Run 1, placement view:
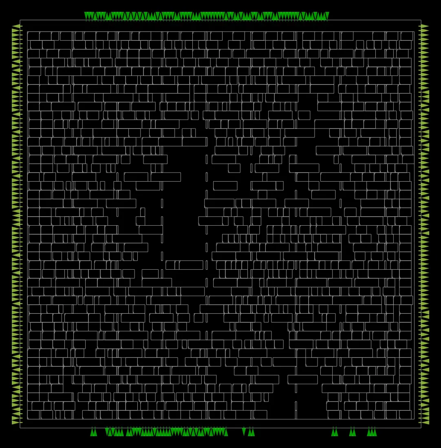
Run 1, the metal 4 layer:
Bar = 20 um.
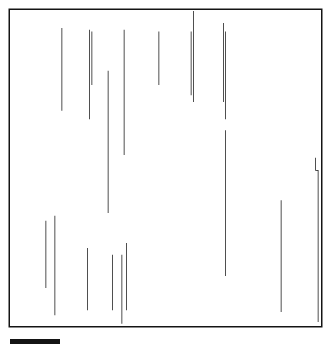
Run 1, metal layers overlaid:
Bar = 20 um.
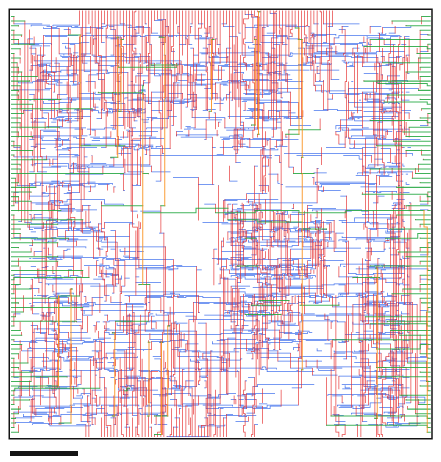
Run 1, gate families picked out:
Bar = 20 um.
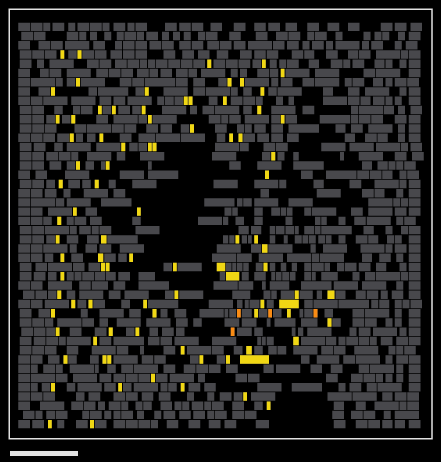
`config.mk`:
```
export PLATFORM = sky130hd
export DESIGN_NAME = ramio_arbiter
export DESIGN_NICKNAME = d
export VERILOG_FILES = /design/src/rtl/configuration.sv /design/src/rtl/ramio_arbiter_pkg.sv /design/src/rtl/ramio_arbiter.sv
export SDC_FILE = /design/constraint.sdc
export NUM_CORES = 1
export LEC_CHECK = 0
export CAP_MARGIN = 0
export CORE_AREA = 2 2 122 124
export CTS_CLUSTER_DIAMETER = 100
export DETAILED_ROUTE_END_ITERATION = 10
export DIE_AREA = 0 0 124 126
export PLACE_DENSITY = 0.86
export SLEW_MARGIN = 30
export SYNTH_ARGS = -nofsm -noshare
export SYNTH_HDL_FRONTEND = slang
export SYNTH_SLANG_ARGS = --single-unit
export TNS_END_PERCENT = 30
```
`constraint.sdc`:
```
create_clock -name clk -period 3.3 [get_ports clk]
set_input_delay 0.33 -clock clk [delete_from_list [all_inputs] [get_ports clk]]
set_output_delay 0.33 -clock clk [all_outputs]
set_load 0.01 [all_outputs]
```
`src/rtl/configuration.sv`:
```
// rtl/configuration.sv - system-wide configuration constants
package configuration;

    // Upper bound on WAIT cycles for a single ramio transaction before it is aborted.
    localparam int RAMIO_TIMEOUT_CYCLES = 4096;

endpackage

```
`src/rtl/ramio_arbiter_pkg.sv`:
```
// rtl/ramio_arbiter_pkg.sv - shared types and request decode for the ramio arbiter
package ramio_arbiter_pkg;

    typedef enum logic [1:0] {
        ST_IDLE    = 2'd0,
        ST_ISSUE   = 2'd1,
        ST_WAIT    = 2'd2,
        ST_RESPOND = 2'd3
    } arb_state_e;

    // Request fields exactly as they are forwarded to ramio.
    typedef struct packed {
        logic [2:0]  read_type;
        logic [1:0]  write_type;
        logic [31:0] address;
        logic [31:0] data_in;
    } ram_req_t;

    // A request must be exactly one of read or write; neither-or-both is rejected.
    function automatic logic is_invalid_req(input logic [2:0] read_type,
                                            input logic [1:0] write_type);
        return (read_type != 3'd0) == (write_type != 2'd0);
    endfunction

    // Only meaningful for requests that already passed is_invalid_req.
    function automatic logic is_read_req(input logic [2:0] read_type);
        return read_type != 3'd0;
    endfunction

endpackage

```
`src/rtl/ramio_arbiter.sv`:
```
// rtl/ramio_arbiter.sv - two-master round-robin arbiter in front of the ramio port
module ramio_arbiter
    import ramio_arbiter_pkg::*;
#(
    parameter int TimeoutCycles = configuration::RAMIO_TIMEOUT_CYCLES
) (
    input  logic        clk,
    input  logic        rst,

    input  logic        m0_req,
    input  logic [2:0]  m0_read_type,
    input  logic [1:0]  m0_write_type,
    input  logic [31:0] m0_address,
    input  logic [31:0] m0_data_in,
    output logic        m0_ack,
    output logic        m0_rsp_valid,
    output logic [31:0] m0_rsp_data,
    output logic        m0_rsp_error,

    input  logic        m1_req,
    input  logic [2:0]  m1_read_type,
    input  logic [1:0]  m1_write_type,
    input  logic [31:0] m1_address,
    input  logic [31:0] m1_data_in,
    output logic        m1_ack,
    output logic        m1_rsp_valid,
    output logic [31:0] m1_rsp_data,
    output logic        m1_rsp_error,

    output logic        ram_enable,
    output logic [2:0]  ram_read_type,
    output logic [1:0]  ram_write_type,
    output logic [31:0] ram_address,
    output logic [31:0] ram_data_in,
    input  logic [31:0] ram_data_out,
    input  logic        ram_data_out_ready,
    input  logic        ram_busy
);

    localparam int CntW = $clog2(TimeoutCycles);
    localparam logic [CntW-1:0] CntLast = CntW'(TimeoutCycles - 1);

    arb_state_e      state_q, state_d;
    logic            last_grant_q, last_grant_d;
    logic            granted_q, granted_d;
    ram_req_t        req_q, req_d;
    logic [CntW-1:0] cnt_q, cnt_d;
    logic [31:0]     rsp_data_q, rsp_data_d;
    logic            rsp_err_q, rsp_err_d;
    logic [1:0]      ack_q, ack_d;

    ram_req_t m0_fields, m1_fields, pick_fields;
    logic     pick;
    logic     wait_done;

    assign m0_fields = {m0_read_type, m0_write_type, m0_address, m0_data_in};
    assign m1_fields = {m1_read_type, m1_write_type, m1_address, m1_data_in};

    // Round robin: on a tie the master that was not served last wins.
    assign pick        = (m0_req & m1_req) ? ~last_grant_q : m1_req;
    assign pick_fields = pick ? m1_fields : m0_fields;

    // Reads finish on data_out_ready; writes finish once ramio drops busy.
    assign wait_done = is_read_req(req_q.read_type) ? ram_data_out_ready : ~ram_busy;

    // State and datapath registers; reset abandons any transaction silently.
    always_ff @(posedge clk) begin
        if (rst) begin
            state_q      <= ST_IDLE;
            last_grant_q <= 1'b1;
            granted_q    <= 1'b0;
            req_q        <= '0;
            cnt_q        <= '0;
            rsp_data_q   <= '0;
            rsp_err_q    <= 1'b0;
            ack_q        <= '0;
        end else begin
            state_q      <= state_d;
            last_grant_q <= last_grant_d;
            granted_q    <= granted_d;
            req_q        <= req_d;
            cnt_q        <= cnt_d;
            rsp_data_q   <= rsp_data_d;
            rsp_err_q    <= rsp_err_d;
            ack_q        <= ack_d;
        end
    end

    // Next-state logic: arbitrate, issue, wait with watchdog, respond.
    always_comb begin
        state_d      = state_q;
        last_grant_d = last_grant_q;
        granted_d    = granted_q;
        req_d        = req_q;
        cnt_d        = cnt_q;
        rsp_data_d   = rsp_data_q;
        rsp_err_d    = rsp_err_q;
        ack_d        = 2'b00;

        unique case (state_q)
            ST_IDLE: begin
                if (!ram_busy && (m0_req || m1_req)) begin
                    granted_d  = pick;
                    req_d      = pick_fields;
                    ack_d      = pick ? 2'b10 : 2'b01;
                    rsp_data_d = '0;
                    if (is_invalid_req(pick_fields.read_type, pick_fields.write_type)) begin
                        // Rejected without ever touching ramio.
                        rsp_err_d = 1'b1;
                        state_d   = ST_RESPOND;
                    end else begin
                        rsp_err_d = 1'b0;
                        state_d   = ST_ISSUE;
                    end
                end
            end
            ST_ISSUE: begin
                cnt_d   = '0;
                state_d = ST_WAIT;
            end
            ST_WAIT: begin
                // Completion takes priority over a simultaneous timeout.
                if (wait_done) begin
                    rsp_err_d  = 1'b0;
                    rsp_data_d = is_read_req(req_q.read_type) ? ram_data_out : 32'd0;
                    state_d    = ST_RESPOND;
                end else if (cnt_q == CntLast) begin
                    rsp_err_d  = 1'b1;
                    rsp_data_d = '0;
                    state_d    = ST_RESPOND;
                end else begin
                    cnt_d = cnt_q + 1'b1;
                end
            end
            ST_RESPOND: begin
                last_grant_d = granted_q;
                cnt_d        = '0;
                state_d      = ST_IDLE;
            end
            default: state_d = ST_IDLE;
        endcase
    end

    logic drive_ram;
    logic rsp_fire;

    assign drive_ram = (state_q == ST_ISSUE) || (state_q == ST_WAIT);
    assign rsp_fire  = (state_q == ST_RESPOND);

    assign ram_enable     = (state_q == ST_ISSUE);
    assign ram_read_type  = drive_ram ? req_q.read_type  : 3'd0;
    assign ram_write_type = drive_ram ? req_q.write_type : 2'd0;
    assign ram_address    = drive_ram ? req_q.address    : 32'd0;
    assign ram_data_in    = drive_ram ? req_q.data_in    : 32'd0;

    assign m0_ack       = ack_q[0];
    assign m1_ack       = ack_q[1];
    assign m0_rsp_valid = rsp_fire & ~granted_q;
    assign m1_rsp_valid = rsp_fire & granted_q;
    assign m0_rsp_data  = m0_rsp_valid ? rsp_data_q : 32'd0;
    assign m1_rsp_data  = m1_rsp_valid ? rsp_data_q : 32'd0;
    assign m0_rsp_error = m0_rsp_valid & rsp_err_q;
    assign m1_rsp_error = m1_rsp_valid & rsp_err_q;

endmodule

```
==> results.toml, run 1 <==
# flow metrics
[final_layout]
nClkBuffers = 27
logic_area_mm2 = 0.00339
top_register = "req_q"
design_area_mm2 = 0.00983
area_dominant_class = "combinational gates"
antennaDiodeCount = 0
inverters = 4
area_share_nonclk_buffers = 0.333
comb-cell-share = 0.344
buffers = 327
flop_area_mm2 = 0.00240
nets = 1142
ff_count = 120
largest_reg_flops = 69
clockNetworkAreaShare = 0.0537

[yosys]
yosys-stat-cells = 674
edf_count = 0
synth_cells = 674
ys_top_logic_family = "simple AND/OR/NAND/NOR gates"
netlist.top_cell.by_area = "dfxtp_1"
syn_nets = 856
ys_area_mm2 = 0.00605
xor_share = 0.00289
ys_sh_mux = 0.118
synthArstFlopShare = 0
yosys.cell_count.top_type = "dfxtp_1"
ys_seq_elements = 120
area_leaders = "dfxtp_1 (40%), mux2i_1 (12%), and2_1 (11%), a211oi_1 (8.6%), nor2_1 (4.9%)"
syn-mean-instance-area_um2 = 8.98
ys_sh_simple = 0.248
synthDistinctLibCells = 49

[clocking]
clock_path_buffers = 2
clkSinkCount = 120
hold_buffers = 0
insertion_delay_ns = 0.41
clkTransAtPathRegs_ns = 0.05
root_buffer = "clkbuf_16"
cts_tree = "done"
numCtsBuffers = 17

[worst_setup_path]
regToRegSetupSlack_ns = 1.22
worstSetupStartpoint = "state_q[1]$_SDFFE_PP0P_"
path_class = "reg -> out"
path_cells = "inv_1 -> ha_2 -> buf_4 -> and2_1 -> clkdlybuf4s50_1"
crit_path_top_delay_cell = "ha_2"
timing.rr.end = "cnt_q[0]$_SDFFE_PP0P_"
crit_fanout = 30
required_ns = 2.97
max_stage_delay_ns = 0.65

[floorplan]
die-area_mm2 = 0.0156
tap-cell-count = 184
die-height_um = 126
die_w_um = 124
io_pins = 316
fp_util = 0.423

[sta]
slew_violations = 0
setup_viol = 0
hold_violations = 0
finalWorstSetupSlack_ns = 0.421
fmax_mhz = 347
timing.setup.tns_ns = 0

[hold_path]
hold_class = "in -> reg"
whs_endpoint = "cnt_q[11]$_SDFFE_PP0P_"

[grt]
grt_pass1_wl_um = 29600
grt_pass1_vias = 5859
grt-ovfl-total = 0
grt_max_degree = 96

[power]
swShare = 0.332
internal-power_mw = 3.77
combinationalPowerShare = 0.378
pwr-share-clk = 0.293
power_mw = 5.63
ir_drop_v = 0.000346

[placed_design]
place_congestion = 0.805
placed_area_mm2 = 0.00930

[run_status]
status = "completed"

[detailed_routing]
num_vias = 5953
drt_iter0_drc = 234
dr.pass1.iters = 4
antenna_left = 0
route.detailed.drc = 0

[run]
warnings = 30
Notes on 'placement view' above:
fillers: 1,165
row cnt: 44
Layout Utilization: 0.687
Placeable Area: 0.0143 mm2
flop share of the area: 0.244

Notes on 'the metal 4 layer' above:
18 nets have wire on it. The wires run mostly vertical. The longest straight run is 60.4 um. The layer holds 3.6% of the routed length. The layer carries 678 um of wire.

Notes on 'metal layers overlaid' above:
Key: M1 = blue [wire length 7,310 um]; M2 = red [wire length 9,350 um]; M3 = green [wire length 1,580 um]; M4 = orange [wire length 678 um]

Notes on 'gate families picked out' above:
Key: inv cells = orange [cells 4]; nor cells = yellow [cells 89]
Non-Filler Instances: 1,155
most numerous logic cell after layout: clkdlybuf4s50_1

[run 1: placed cells by master (no fill, tap or decap), types with 2 or more instances in the layout]
cell type        instances
clkdlybuf4s50_1        314
dfxtp_1                120
and2_1                 104
nor2_1                  79
mux2i_1                 70
a211oi_1                69
and3_1                  35
a22o_1                  32
clkbuf_16               17
nand2_1                 14
a21oi_1                 14
buf_4                   10
o21ai_0                  6
nand3_1                  6
or4_1                    5
nor3_1                   5
ha_1                     5
clkbuf_1                 5
clkbuf_8                 5
inv_1                    4
a31oi_1                  4
or3_1                    4
nand2b_1                 4
o21ai_1                  3
clkinv_2                 3
and4_1                   2
o31ai_1                  2
xnor2_1                  2
a211o_1                  2
buf_12                   2
[run 1: worst max-delay path: cells and delay by family, from the launching register on]
family,cells,cell delay (ns)
buf+inv,3,0.94
fa+ha+maj,1,0.65
flops,1,0.39
simple gates,1,0.15
[run 1: stage by stage]
stage	hold WS, ns	instances
2_1_floorplan	0.431	674
3_3_place_gp	0.466	1125
3_5_place_dp	0.477	1125
4_1_cts	0.493	1155
5_1_grt	0.472	1155
6_report	0.444	1155
[run 1: metal layers]
metal / GRT usage / vias to the layer above / routed length, um
li1: - / 2983 / -
met1: 0.269 / 2678 / 7310
met2: 0.424 / 248 / 9350
met3: 0.0720 / 44 / 1580
met4: 0.115 / 0 / 677
met5: 0 / - / 0
[run 1: power by group through the flow]
stage | registers, mW | clock network [mW] | logic [mW]
after floorplan | 1.81 | 0 | 1.27
after global placement | 1.87 | 0 | 2.08
after detailed placement | 1.88 | 0 | 2.14
after CTS | 1.85 | 1.68 | 2.15
after global routing | 1.88 | 1.74 | 2.36
final | 1.85 | 1.65 | 2.13
==> run 1 -> run 2 <==
RECOVER_POWER = 50   (was not set)
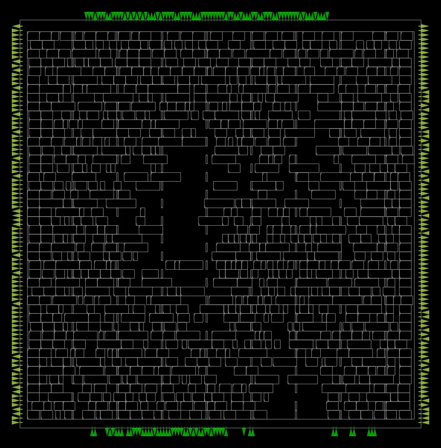
Run 2: placement view
fillers: 1,174
seq_cells: 120

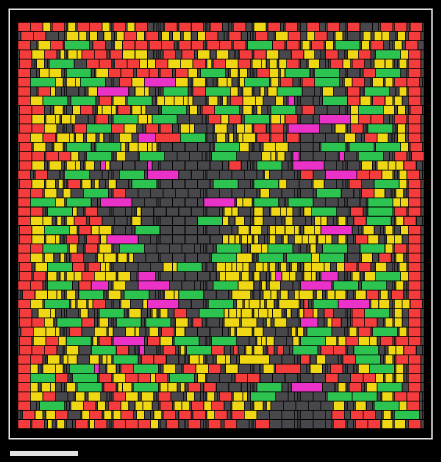
Run 2: placed cells, one colour a class
Bar = 20 um. Fill, decap, tap and diode cells in grey.
Key: remaining buffers and delay cells = red [cells 327, share of their area 34%]; remaining logic cells = yellow [cells 494, share of their area 35%]; clock drivers and dummy loads = magenta [cells 30, share of their area 5.5%]; sequential cells = green [cells 120, share of their area 25%]

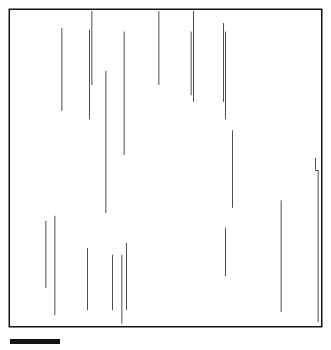
Run 2: the metal 4 layer
Bar = 20 um.
The longest straight run is 60.4 um. The wires run mostly vertical.

==> run 2 against run 1 <==
Setup slack worse by 0.019 ns. Sequential cell count unchanged. Wire length about the same. Clock power about the same. Die size unchanged. Via count about the same. Critical endpoint is now rsp_data_q[26]$_SDFFE_PP0P_. Largest cell class unchanged. Largest power group unchanged.
==> results.toml, run 2 <==
# flow metrics
[run_status]
status = "completed"

[grt]
grt_pass1_wl_um = 29600
grt_max_degree = 96
met3_usage = 0.0720
gr-usage-met1 = 0.269
use_met2 = 0.424
grt.busiest_layer = "met2"
grt-ovfl-total = 0
antenna_found_initial = 1
grt_pass1_vias = 5859

[final_layout]
lay_top_count = "clkdlybuf4s50_1"
logic_area_mm2 = 0.00335
final_cell_mix = "clkdlybuf4s50_1 (303), dfxtp_1 (120), and2_1 (104)"
flop_area_mm2 = 0.00240
nets = 1142
stdcell_count = 1156
top_register = "req_q"

[clocking]
h-tree-depth = 4
cts_tree = "done"
insertion_delay_ns = 0.41
clock_path_buffers = 2
numCtsBuffers = 17
clkTransAtPathRegs_ns = 0.05
clkSinkCount = 120
root_buffer = "clkbuf_16"

[sta]
holdWs_ns = 0.445
timing.setup.tns_ns = 0
fmax_mhz = 345
slew_violations = 0
setup_viol = 0
hold_violations = 0

[run]
warnings = 30

[detailed_routing]
route.detailed.drc = 0
highest-signal-layer = "met4"
drt_iter0_drc = 245
wl_met2_um = 9360
dr.pass1.iters = 4
wl_met1_um = 7350
dr_wl_met3_um = 1530
antenna_left = 0

[worst_setup_path]
crit_fanout = 32
max_stage_delay_ns = 1.07
crit_path_top_delay_cell = "clkbuf_1"
required_ns = 3.64
path_class = "reg -> reg"
cp.depth = 7
path_cells = "ha_1 -> and4_1 -> and3_1 -> o211a_2 -> nor3_4 -> clkbuf_1 -> a22o_1"
path_buffers = 1

[placed_design]
place_congestion = 0.805
place_inst = 1125

[yosys]
edf_count = 0
ys_seq_elements = 120
yosys.cell_count.top_type = "dfxtp_1"
netlist.top_cell.by_area = "dfxtp_1"
synthDistinctLibCells = 49
synthArstFlopShare = 0
synth_cells = 674
yosys-stat-cells = 674
area_leaders = "dfxtp_1 (40%), mux2i_1 (12%), and2_1 (11%), a211oi_1 (8.6%), nor2_1 (4.9%)"
syn_nets = 856
syn-mean-instance-area_um2 = 8.98
ys_area_mm2 = 0.00605

[floorplan]
fp-row-count = 44
core_region_area_mm2 = 0.0143
die-area_mm2 = 0.0156
die-height_um = 126
io_pins = 316
die_w_um = 124
fp_util = 0.423

[power]
ir_drop_v = 0.000334
powerDensity_mw_per_mm2 = 573

[hold_path]
hold_class = "in -> reg"
[run 2: logic make-up (layout without fill, tap and decap cells)]
family          after synthesis  in the layout  share of synthesized area
compound gates              140            140                      0.174
mux                          71             71                      0.118
buf+inv                      64            361                     0.0479
fa+ha+maj                     6              6                     0.0124
flops                       120            120                      0.397
other cells                   0              1                          0
xor+xnor                      2              2                    0.00289
simple gates                271            271                      0.248
[run 2: final timing paths]
kind	slack, ns	from	endpoint
setup reg to reg	0.40	cnt_q[0]$_SDFFE_PP0P_	rsp_data_q[26]$_SDFFE_PP0P_
hold / removal	0.44	rst	granted_q$_SDFFE_PP0P_
hold reg to reg	0.46	last_grant_q$_SDFFE_PP1N_	last_grant_q$_SDFFE_PP1N_
setup / recovery	0.40	cnt_q[0]$_SDFFE_PP0P_	rsp_data_q[26]$_SDFFE_PP0P_
[run 2: area by class of cell]
type,count,area share
Antenna cell,1,0.000256
Multi-Input combinational cell,490,0.342
Clock inverter,3,0.00153
Clock buffer,27,0.0524
Sequential cell,120,0.245
Inverter,4,0.00153
Tap cell,184,0.0235
Timing Repair Buffer,327,0.333
[run 2: power breakdown]
group          total [mW]  switching, mW  internal (mW)
clock                1.65          0.605           1.05
sequential           1.85          0.155           1.69
combinational        2.11           1.10           1.01
[run 2: per-stage QoR]
stage / utilization / power [mW] / area, um2 / setup WS (ns)
2_1_floorplan: - / 3.09 / 6050 / 1.41
3_3_place_gp: 0.650 / 3.96 / 9300 / 0.911
3_5_place_dp: 0.650 / 4.02 / 9300 / 0.842
4_1_cts: 0.687 / 5.68 / 9830 / 0.395
5_1_grt: 0.684 / 5.95 / 9790 / 0.233
6_report: 0.684 / 5.61 / 9790 / 0.403
==> run 2 -> run 3 <==
MAX_ROUTING_LAYER = met4   (was not set)
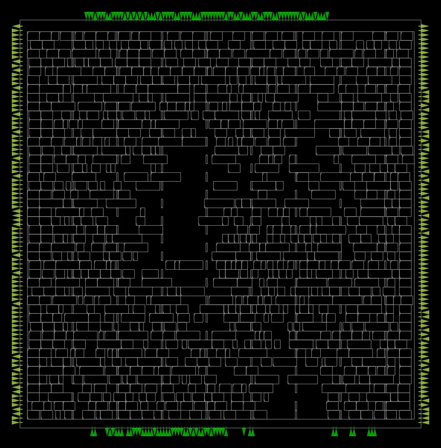
Run 3: placement view
Non-Filler Instances: 1,156
# Taps: 184

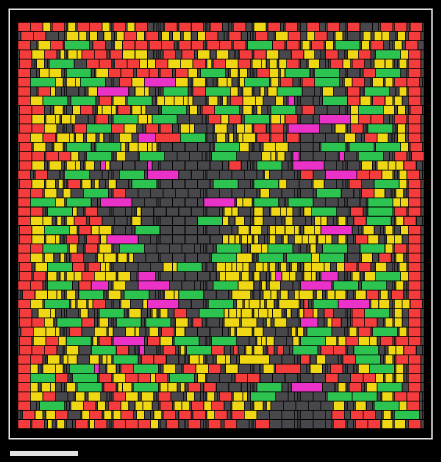
Run 3: placed cells, one colour a class
Bar = 20 um. Fill, decap, tap and diode cells in grey.
Key: clock drivers and dummy loads = magenta [cells 30, share of their area 5.5%]; sequential cells = green [cells 120, share of their area 25%]; remaining logic cells = yellow [cells 494, share of their area 35%]; remaining buffers and delay cells = red [cells 327, share of their area 34%]
flop share of the area: 0.245
fin area: 0.00979 mm2
Layout Utilization: 0.684

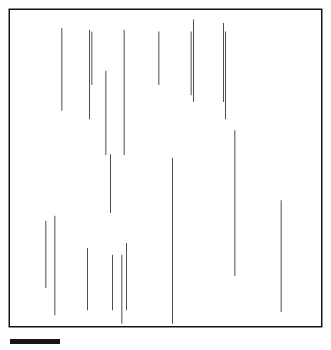
Run 3: the metal 4 layer
Bar = 20 um.
The wires run mostly vertical. The longest straight run is 66.0 um.

==> run 3 against run 2 <==
Die size unchanged. First-iteration DRC count decreased by 3.3%. Clock-buffer cell count did not move. Power is essentially flat. Area after synthesis unchanged. Combinational power about the same. Critical path depth stayed put. Maximum frequency about the same. Largest cell class unchanged.
==> results.toml, run 3 <==
# flow metrics
[worst_setup_path]
path_class = "reg -> reg"
crit_fanout = 32
path_cells = "ha_1 -> and4_1 -> and3_1 -> o211a_2 -> nor3_4 -> clkbuf_1 -> a22o_1"
crit_path_top_delay_cell = "clkbuf_1"
required_ns = 3.64
max_stage_delay_ns = 1.07

[yosys]
edf_count = 0
ys_sh_simple = 0.248
synthDistinctLibCells = 49
area_leaders = "dfxtp_1 (40%), mux2i_1 (12%), and2_1 (11%), a211oi_1 (8.6%), nor2_1 (4.9%)"
synthArstFlopShare = 0
yosys-stat-cells = 674
ys_top_logic_family = "simple AND/OR/NAND/NOR gates"
adder_share = 0.0124
ys_sh_aoi = 0.174
syn-mean-instance-area_um2 = 8.98
ys_seq_elements = 120
netlist.top_cell.by_area = "dfxtp_1"
synth_cells = 674

[placed_design]
placed_area_mm2 = 0.00930
dp_worst_setup_slack_ns = 0.842
place_congestion = 0.817
place_inst = 1125

[grt]
grt_pass1_wl_um = 29500
grt_max_degree = 96
grt-ovfl-total = 0
grt_pass1_vias = 5883
antenna_found_initial = 1

[floorplan]
die_w_um = 124
fp-row-count = 44
io_pins = 316
fp_util = 0.423

[run]
warnings = 30

[sta]
holdWs_ns = 0.449
hold_violations = 0

[clocking]
clkSinkCount = 120
root_buffer = "clkbuf_16"
numCtsBuffers = 17
clkTransAtPathRegs_ns = 0.05
cts_tree = "done"
h-tree-depth = 4

[final_layout]
nets = 1142
top_register = "req_q"
final_cell_mix = "clkdlybuf4s50_1 (303), dfxtp_1 (120), and2_1 (104)"

[run_status]
status = "completed"

[power]
powerDensity_mw_per_mm2 = 573
power_mw = 5.61
ir_drop_v = 0.000334

[detailed_routing]
antenna_left = 0
dr.pass1.iters = 5
drt_iter0_drc = 237
run 3: cell counts after synthesis:
No cell type changed its count.
run 3: cells by family after synthesis:
kind of cell             after synthesis
multiplexers                          71
AND/OR/NAND/NOR                      271
buffers and inverters                 64
XOR/XNOR                               2
AND-OR/OR-AND                        140
flip-flops                           120
adder cells (fa/ha/maj)                6
run 3: worst paths after layout:
path | from | end | slack [ns]
setup / recovery | cnt_q[0]$_SDFFE_PP0P_ | rsp_data_q[13]$_SDFFE_PP0P_ | 0.40
hold / removal | rst | cnt_q[2]$_SDFFE_PP0P_ | 0.45
setup reg to reg | cnt_q[0]$_SDFFE_PP0P_ | rsp_data_q[13]$_SDFFE_PP0P_ | 0.40
hold reg to reg | last_grant_q$_SDFFE_PP1N_ | last_grant_q$_SDFFE_PP1N_ | 0.46
run 3: final cells by class:
cell class	instances	area [um2]	share of cell area
timing repair buffer	327	3260	0.333
clock buffer	27	513	0.0524
clock inverter	3	15.0	0.00153
inverter	4	15.0	0.00153
tap	184	230	0.0235
sequential	120	2400	0.245
multi-input combinational	490	3350	0.342
antenna	1	2.50	0.000256
run 3: metal layers:
layer,wire [um],track usage,up-vias
met5,0,-,-
met4,673,0.115,0
met3,1410,0.0616,46
met2,9370,0.423,252
met1,7470,0.277,2683
li1,-,-,2988
run 3: critical path: cells and delay by family, from the launching register on:
family                     cells  cell delay (ns)
adders and majority gates      1             0.25
and+or+nand+nor                3             0.60
buffers and inverters          1             1.07
DFF                            1             0.35
AOI/OAI and AO/OA              2             0.57
run 3: power breakdown:
group / internal, mW / switching [mW] / leakage, nW
Sequential: 1.69 / 0.156 / 0.981
Combinational: 1.01 / 1.10 / 2.53
Clock: 1.05 / 0.601 / 0.263
Power is estimated from default activity; no workload was simulated.
